==> src/rtl/mem_bus_arb_pkg.sv <==
// Shared types and constants for the mem_bus_arb arbiter.
//   arb_state_t : arbiter FSM states
//   ERR_DATA    : read data returned on a downstream timeout
//   MAX_NCH     : largest supported requester channel count
package mem_bus_arb_pkg;
    localparam int          MAX_NCH  = 8;
    localparam logic [31:0] ERR_DATA = 32'hdeadbeef;

    typedef enum logic [1:0] {IDLE, RD_WAIT, WR_WAIT, RESP} arb_state_t;
endpackage

==> src/rtl/mem_bus_arb_rr_pick.sv <==
// rr_pick: combinational rotate-priority picker.
//   req    : per-channel request vector
//   rr_ptr : channel with highest priority this round
//   grant  : first requesting channel at or above rr_ptr (wrapping at NCH)
//   found  : at least one channel is requesting
module rr_pick #(
    parameter int NCH = 3,
    parameter int IW  = (NCH > 1) ? $clog2(NCH) : 1
) (
    input  logic [NCH-1:0] req,
    input  logic [IW-1:0]  rr_ptr,
    output logic [IW-1:0]  grant,
    output logic           found
);
    int idx;

    // Scan from the farthest offset down to 0 so the nearest hit wins.
    always_comb begin
        grant = '0;
        found = 1'b0;
        idx   = 0;
        for (int j = NCH - 1; j >= 0; j--) begin
            idx = (int'(rr_ptr) + j) % NCH;
            if (req[idx]) begin
                grant = IW'(idx);
                found = 1'b1;
            end
        end
    end
endmodule

==> src/rtl/mem_bus_arb.sv <==
// mem_bus_arb: round-robin arbiter sharing one downstream read/write port
// between NCH requester channels. One transaction is in flight at a time.
//   clk, reset             : clock, synchronous active-high reset
//   ch_rd_req/ch_wr_req    : level requests, held until completion pulse
//   ch_w/ch_hw             : size qualifiers; ch_adr/ch_wdata packed 32b/chan
//   ch_rd_valid/ch_wr_finish : one-cycle completion pulses, ch_rdata with reads
//   ch_err                 : timeout flag (only with MEM_BUS_ARB_TIMEOUT_EN)
//   read_* / write_*       : downstream command and response signals
//   busy                   : arbiter is not idle
// Optional feature: define MEM_BUS_ARB_TIMEOUT_EN to add a wait-cycle limit
// of TMO_CYC cycles; without it the wait states wait indefinitely.
module mem_bus_arb
    import mem_bus_arb_pkg::*;
#(
    parameter int NCH     = 3,
    parameter int TMO_CYC = 255
) (
    input  logic              clk,
    input  logic              reset,
    input  logic [NCH-1:0]    ch_rd_req,
    input  logic [NCH-1:0]    ch_wr_req,
    input  logic [NCH-1:0]    ch_w,
    input  logic [NCH-1:0]    ch_hw,
    input  logic [NCH*32-1:0] ch_adr,
    input  logic [NCH*32-1:0] ch_wdata,
    output logic [NCH-1:0]    ch_rd_valid,
    output logic [NCH-1:0]    ch_wr_finish,
    output logic [31:0]       ch_rdata,
`ifdef MEM_BUS_ARB_TIMEOUT_EN
    output logic [NCH-1:0]    ch_err,
`endif
    output logic              read_req,
    output logic              read_w,
    output logic              read_hw,
    output logic [31:0]       read_adr,
    input  logic              read_valid,
    input  logic [31:0]       read_data,
    output logic              write_req,
    output logic              write_w,
    output logic              write_hw,
    output logic [31:0]       write_adr,
    output logic [31:0]       write_data,
    input  logic              write_finish,
    output logic              busy
);
    localparam int IW = (NCH > 1) ? $clog2(NCH) : 1;

    arb_state_t  state, state_nx;
    logic [IW-1:0] rr_ptr, pick_g, g_q;
    logic        pick_found;
    logic        sel_rd, sel_w, sel_hw;
    logic [31:0] sel_adr, sel_wdata;
    logic        is_wr_q, w_q, hw_q, err_q, rreq_q, wreq_q, tmo_hit;
    logic [31:0] adr_q, wdata_q;

    rr_pick #(.NCH(NCH), .IW(IW)) u_pick (
        .req    (ch_rd_req | ch_wr_req),
        .rr_ptr (rr_ptr),
        .grant  (pick_g),
        .found  (pick_found)
    );

    // Attributes of the channel the picker selected.
    always_comb begin
        sel_rd    = 1'b0;
        sel_w     = 1'b0;
        sel_hw    = 1'b0;
        sel_adr   = '0;
        sel_wdata = '0;
        for (int i = 0; i < NCH; i++) begin
            if (int'(pick_g) == i) begin
                sel_rd    = ch_rd_req[i];
                sel_w     = ch_w[i];
                sel_hw    = ch_hw[i];
                sel_adr   = ch_adr[i*32 +: 32];
                sel_wdata = ch_wdata[i*32 +: 32];
            end
        end
    end

`ifdef MEM_BUS_ARB_TIMEOUT_EN
    logic [15:0] wait_cnt;
    // Hit on the cycle the counter would reach TMO_CYC.
    assign tmo_hit = (wait_cnt == 16'(TMO_CYC - 1));

    always_ff @(posedge clk) begin
        if (reset)
            wait_cnt <= '0;
        else if (state == IDLE)
            wait_cnt <= '0;
        else if (state == RD_WAIT || state == WR_WAIT)
            wait_cnt <= wait_cnt + 16'd1;
    end
`else
    assign tmo_hit = 1'b0;
`endif

    always_ff @(posedge clk) begin
        if (reset) state <= IDLE;
        else       state <= state_nx;
    end

    // Read wins when the granted channel asks for both.
    always_comb begin
        state_nx = state;
        case (state)
            IDLE:    if (pick_found) state_nx = sel_rd ? RD_WAIT : WR_WAIT;
            RD_WAIT: if (read_valid || tmo_hit) state_nx = RESP;
            WR_WAIT: if (write_finish || tmo_hit) state_nx = RESP;
            RESP:    state_nx = IDLE;
            default: state_nx = IDLE;
        endcase
    end

    always_ff @(posedge clk) begin
        if (reset) begin
            rr_ptr   <= '0;
            g_q      <= '0;
            is_wr_q  <= 1'b0;
            w_q      <= 1'b0;
            hw_q     <= 1'b0;
            adr_q    <= '0;
            wdata_q  <= '0;
            rreq_q   <= 1'b0;
            wreq_q   <= 1'b0;
            err_q    <= 1'b0;
            ch_rdata <= '0;
        end else begin
            rreq_q <= 1'b0;
            wreq_q <= 1'b0;
            if (state == IDLE && pick_found) begin
                g_q     <= pick_g;
                is_wr_q <= !sel_rd;
                w_q     <= sel_w;
                hw_q    <= sel_hw;
                adr_q   <= sel_adr;
                wdata_q <= sel_wdata;
                rreq_q  <= sel_rd;
                wreq_q  <= !sel_rd;
                err_q   <= 1'b0;
                if (int'(pick_g) == NCH - 1) rr_ptr <= '0;
                else                         rr_ptr <= pick_g + 1'b1;
            end
            if (state == RD_WAIT) begin
                if (read_valid) begin
                    ch_rdata <= read_data;
                end else if (tmo_hit) begin
                    ch_rdata <= ERR_DATA;
                    err_q    <= 1'b1;
                end
            end
            if (state == WR_WAIT && !write_finish && tmo_hit)
                err_q <= 1'b1;
        end
    end

    always_comb begin
        ch_rd_valid  = '0;
        ch_wr_finish = '0;
`ifdef MEM_BUS_ARB_TIMEOUT_EN
        ch_err       = '0;
`endif
        for (int i = 0; i < NCH; i++) begin
            if (state == RESP && int'(g_q) == i) begin
                ch_rd_valid[i]  = !is_wr_q;
                ch_wr_finish[i] = is_wr_q;
`ifdef MEM_BUS_ARB_TIMEOUT_EN
                ch_err[i]       = err_q;
`endif
            end
        end
    end

    assign read_req   = rreq_q;
    assign read_w     = w_q;
    assign read_hw    = hw_q;
    assign read_adr   = adr_q;
    assign write_req  = wreq_q;
    assign write_w    = w_q;
    assign write_hw   = hw_q;
    assign write_adr  = adr_q;
    assign write_data = wdata_q;
    assign busy       = (state != IDLE);
endmodule

==> config.mk <==
export PLATFORM = sky130hd
export DESIGN_NAME = mem_bus_arb
export DESIGN_NICKNAME = d
export VERILOG_FILES = /design/src/rtl/mem_bus_arb_pkg.sv /design/src/rtl/mem_bus_arb_rr_pick.sv /design/src/rtl/mem_bus_arb.sv
export SDC_FILE = /design/constraint.sdc
export NUM_CORES = 1
export LEC_CHECK = 0
export ABC_CLOCK_PERIOD_IN_PS = 2900
export CAP_MARGIN = 0
export CORE_AREA = 2 2 148 150
export DETAILED_ROUTE_END_ITERATION = 7
export DIE_AREA = 0 0 150 152
export HOLD_SLACK_MARGIN = 0.08
export PLACE_DENSITY = 0.66
export SLEW_MARGIN = 10
export SYNTH_ARGS = -nofsm -noshare
export SYNTH_HDL_FRONTEND = slang
export SYNTH_SLANG_ARGS = --single-unit
==> constraint.sdc <==
create_clock -name clk -period 2.9 [get_ports clk]
set_input_delay 0.29 -clock clk [delete_from_list [all_inputs] [get_ports clk]]
set_output_delay 0.29 -clock clk [all_outputs]
set_load 0.01 [all_outputs]
Figure 1. I/O pins on the die edge.
Drawn at 2 px/micron. Pins as bars across the die edge, other pins in grey.
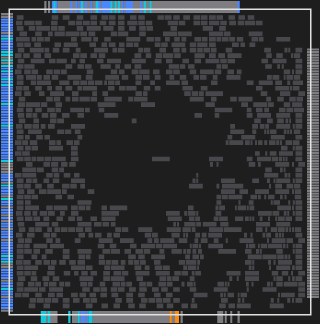
[cyan] `read_adr` | pins: 32 | direction: output | edge: 16 left, 8 bottom, 8 top
[blue] `ch_adr` | pins: 96 | direction: input | edge: 73 left, 20 top, 3 bottom
[orange] `ch_rd_req` | pins: 3 | direction: input | edge: bottom

Figure 2. Sequential cells grouped by signal name.
Drawn at 2 px/micron. Other sequential cells in the stronger grey, the rest of the logic in the fainter grey.
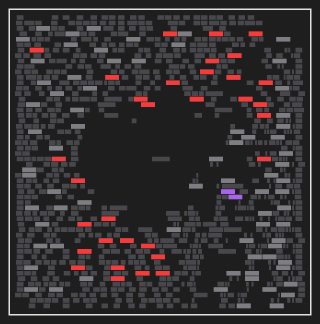
[red] `write_data` | placed flops: 32 | where: widely spread
[purple] `state` | placed flops: 2
not coloured: 73
Sequential Power: 2.38 mW
fraction of area in registers: 0.204
fin util: 0.491
FF/Latch Area: 2140 sq um

==> flow_metrics.tcl <==
# flow metrics
set metrics [dict create \
    logic_family "simple AND/OR/NAND/NOR gates" \
    drv_cap 0 \
    h-tree-depth 3 \
    avgSynthCellArea_sq_um 9.58 \
    min_path_type "reg -> reg" \
    critPathKind "reg -> reg" \
    sh_comb_area 0.340 \
    crit_path_max_fanout 43 \
    ys_cells 657 \
    synth-async-reset-ratio 0 \
    yosysUniqueCellTypes 51 \
    ys_sh_simple 0.247 \
    slew_headroom 0.539 \
    fillCellCount 2062 \
    reg2regPathDepth 8 \
    drtIter0Drc 274 \
    biggestCellCategory "non-clock buffers" \
    power.leakage_nw 3.58 \
    tool_warnings 32 \
    fin_nets 1212 \
    xor_share 0 \
    synthCells 657 \
    powerDensity_nw_per_um2 881 \
    wire_per_inst_microns 18.3 \
    tightest_slew_ns 0.690 \
    ff_type "dfxtp_1" \
    fin_crit_ns 2.73 \
    p_int_mw 5.75 \
    drive_gt1_frac 0.114 \
    setup_violations 0 \
    cp.required_ns 3.13 \
    logic_area_sq_um 3570 \
    io_pins 381 \
    clk_latency_ns 0.35 \
    synth-edff-count 0 \
    netlist_area_sq_um 6290 \
    p_total_mw 9.24 \
    status "completed" \
    ys_warn_count 0 \
    grt_overflow 0 \
    nNonClkInverters 9 \
    setup_ws_ns 0.174 \
    grt_pass1_vias 6131 \
    crit_end "read_adr[16]" \
    io_buffer_count 380 \
    swShare 0.377 \
    ir_worst_vdd_mv 0.660 \
    dp_worst_setup_slack_ns 0.104 \
    antenna_left 0 \
    grt_first_pass_wirelength_microns 34200 \
    die_area_sq_um 22800 \
    crit_path_start_kind "flop" \
    critical_path.endpoint_type "flop" \
    buf_share 0.389 \
    rr_endpoint "read_adr[16]" \
    postCtsHoldBufs 0 \
    antenna_found_initial 0 \
    route.detailed.drc 0 \
    dr.pass1.iters 4 \
    grt_max_degree 77 \
    cts_buffer_depth 2 \
    drt_wl_total_microns 22800 \
    ys_ff 107 \
    taps 280 \
    regToRegSetupSlack_ns 0.17 \
    yosys-stat-area_sq_um 6290 \
    worst_clock_skew_ns 0.0121 \
    synthAoiAreaFrac 0.167 \
    cts_buffers 9 \
    clkSlewWorstSetupHoldPaths_ns 0.08 \
    fp.dieH_microns 152 \
    rsz0062_at_grt "no" \
    avgViaCountPerCell 5.06 \
    flops 107 \
    pwr-share-comb 0.600 \
    postCtsSetupBuffers 0 \
    final_max_slew_viol_count 0 \
    cts_root_buf "clkbuf_16" \
    via_count 6314 \
    clock.fmax_mhz 367 \
]
Figure 3. Routing congestion map.
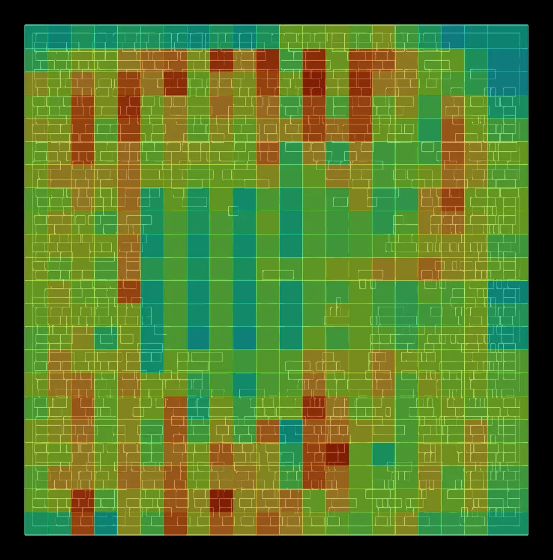
grt met2 use: 0.331
Overall Global Routing Usage: 0.190
grt met1 use: 0.220

[metrics by stage]
stage / cell area, sq um / instances
after floorplan: 6290 / 657
after global placement: 10200 / 1233
after detailed placement: 10200 / 1233
after CTS: 10500 / 1249
after global routing: 10500 / 1249
final: 10500 / 1249
[power by group through the flow]
| stage | sequential, mW | clock, mW | combinational, mW |
|---|---|---|---|
| 2_1_floorplan | 2.60 | 0 | 2.94 |
| 3_3_place_gp | 2.40 | 0 | 5.55 |
| 3_5_place_dp | 2.42 | 0 | 5.57 |
| 4_1_cts | 2.39 | 1.37 | 5.59 |
| 5_1_grt | 2.46 | 1.42 | 5.88 |
| 6_report | 2.38 | 1.32 | 5.54 |
[flip-flops by register name (all words and copies together), names as in the netlist]
register and count:
ch_rdata 32, g_q 2, read_w 1, rr_ptr 2, is_wr_q 1, read_req 1, write_req 1, state 2
read_adr 32, write_data 32, read_hw 1
[synth_stat cells, types with 8 or more instances]
cell,n,area share
a21oi_1,36,0.029
a311o_1,65,0.10
buf_2,22,0.017
buf_4,34,0.041
clkbuf_1,43,0.026
dfxtp_1,107,0.34
ha_1,8,0.016
inv_1,9,0.0054
mux2_2,37,0.066
mux2_4,27,0.064
nand2_1,71,0.042
nor3b_1,69,0.082
nor4b_1,65,0.090
[critical path, cell delays in order (launching register included)]
cell      delay [ns]
dfxtp_1         0.39
inv_1           0.06
ha_1            0.34
nand2b_1        0.19
nor4b_2         0.38
o21a_4          0.23
buf_12          0.26
mux2_2          0.38
a311o_1         0.34
[placed cells by master (no fill, tap or decap), types with 2 or more instances in the layout]
| cell | instances |
|---|---|
| mux2_4 | 27 |
| clkbuf_16 | 9 |
| buf_4 | 10 |
| ha_1 | 8 |
| nand3_1 | 4 |
| inv_1 | 9 |
| nand2b_1 | 3 |
| a21oi_1 | 35 |
| a211o_1 | 4 |
| nor4b_1 | 65 |
| clkdlybuf4s50_1 | 379 |
| dfxtp_1 | 107 |
| a211oi_1 | 2 |
| nand2_1 | 71 |
| a311o_1 | 65 |
| nor2_1 | 6 |
| nor3_1 | 6 |
| nor3b_1 | 69 |
| buf_12 | 10 |
| and2_1 | 2 |
| clkbuf_8 | 2 |
| o211ai_1 | 3 |
| mux2_2 | 37 |
[metal layers]
metal	vias up	track usage	part of all wire
li1	3068	-	-
met1	2972	0.220	0.40
met2	250	0.331	0.49
met3	24	0.0673	0.093
met4	0	0.0467	0.018
met5	-	0	0
[how the worst min path moves through the flow]
| stage | startpoint | to | slack, ns | cells after the start |
|---|---|---|---|---|
| after CTS | ch_rdata[2] | ch_rdata[2] | 0.46 | 2 |
| final | ch_rdata[23] | ch_rdata[23] | 0.45 | 2 |
| after global placement | ch_rdata[2] | ch_rdata[2] | 0.44 | 2 |
| after floorplan | read_data[0] | ch_rdata[0] | 0.43 | 2 |
| after detailed placement | ch_rdata[2] | ch_rdata[2] | 0.45 | 2 |
| after global routing | ch_rdata[16] | ch_rdata[16] | 0.47 | 2 |
No activity file was given, so power comes from the tool's default toggle rates.
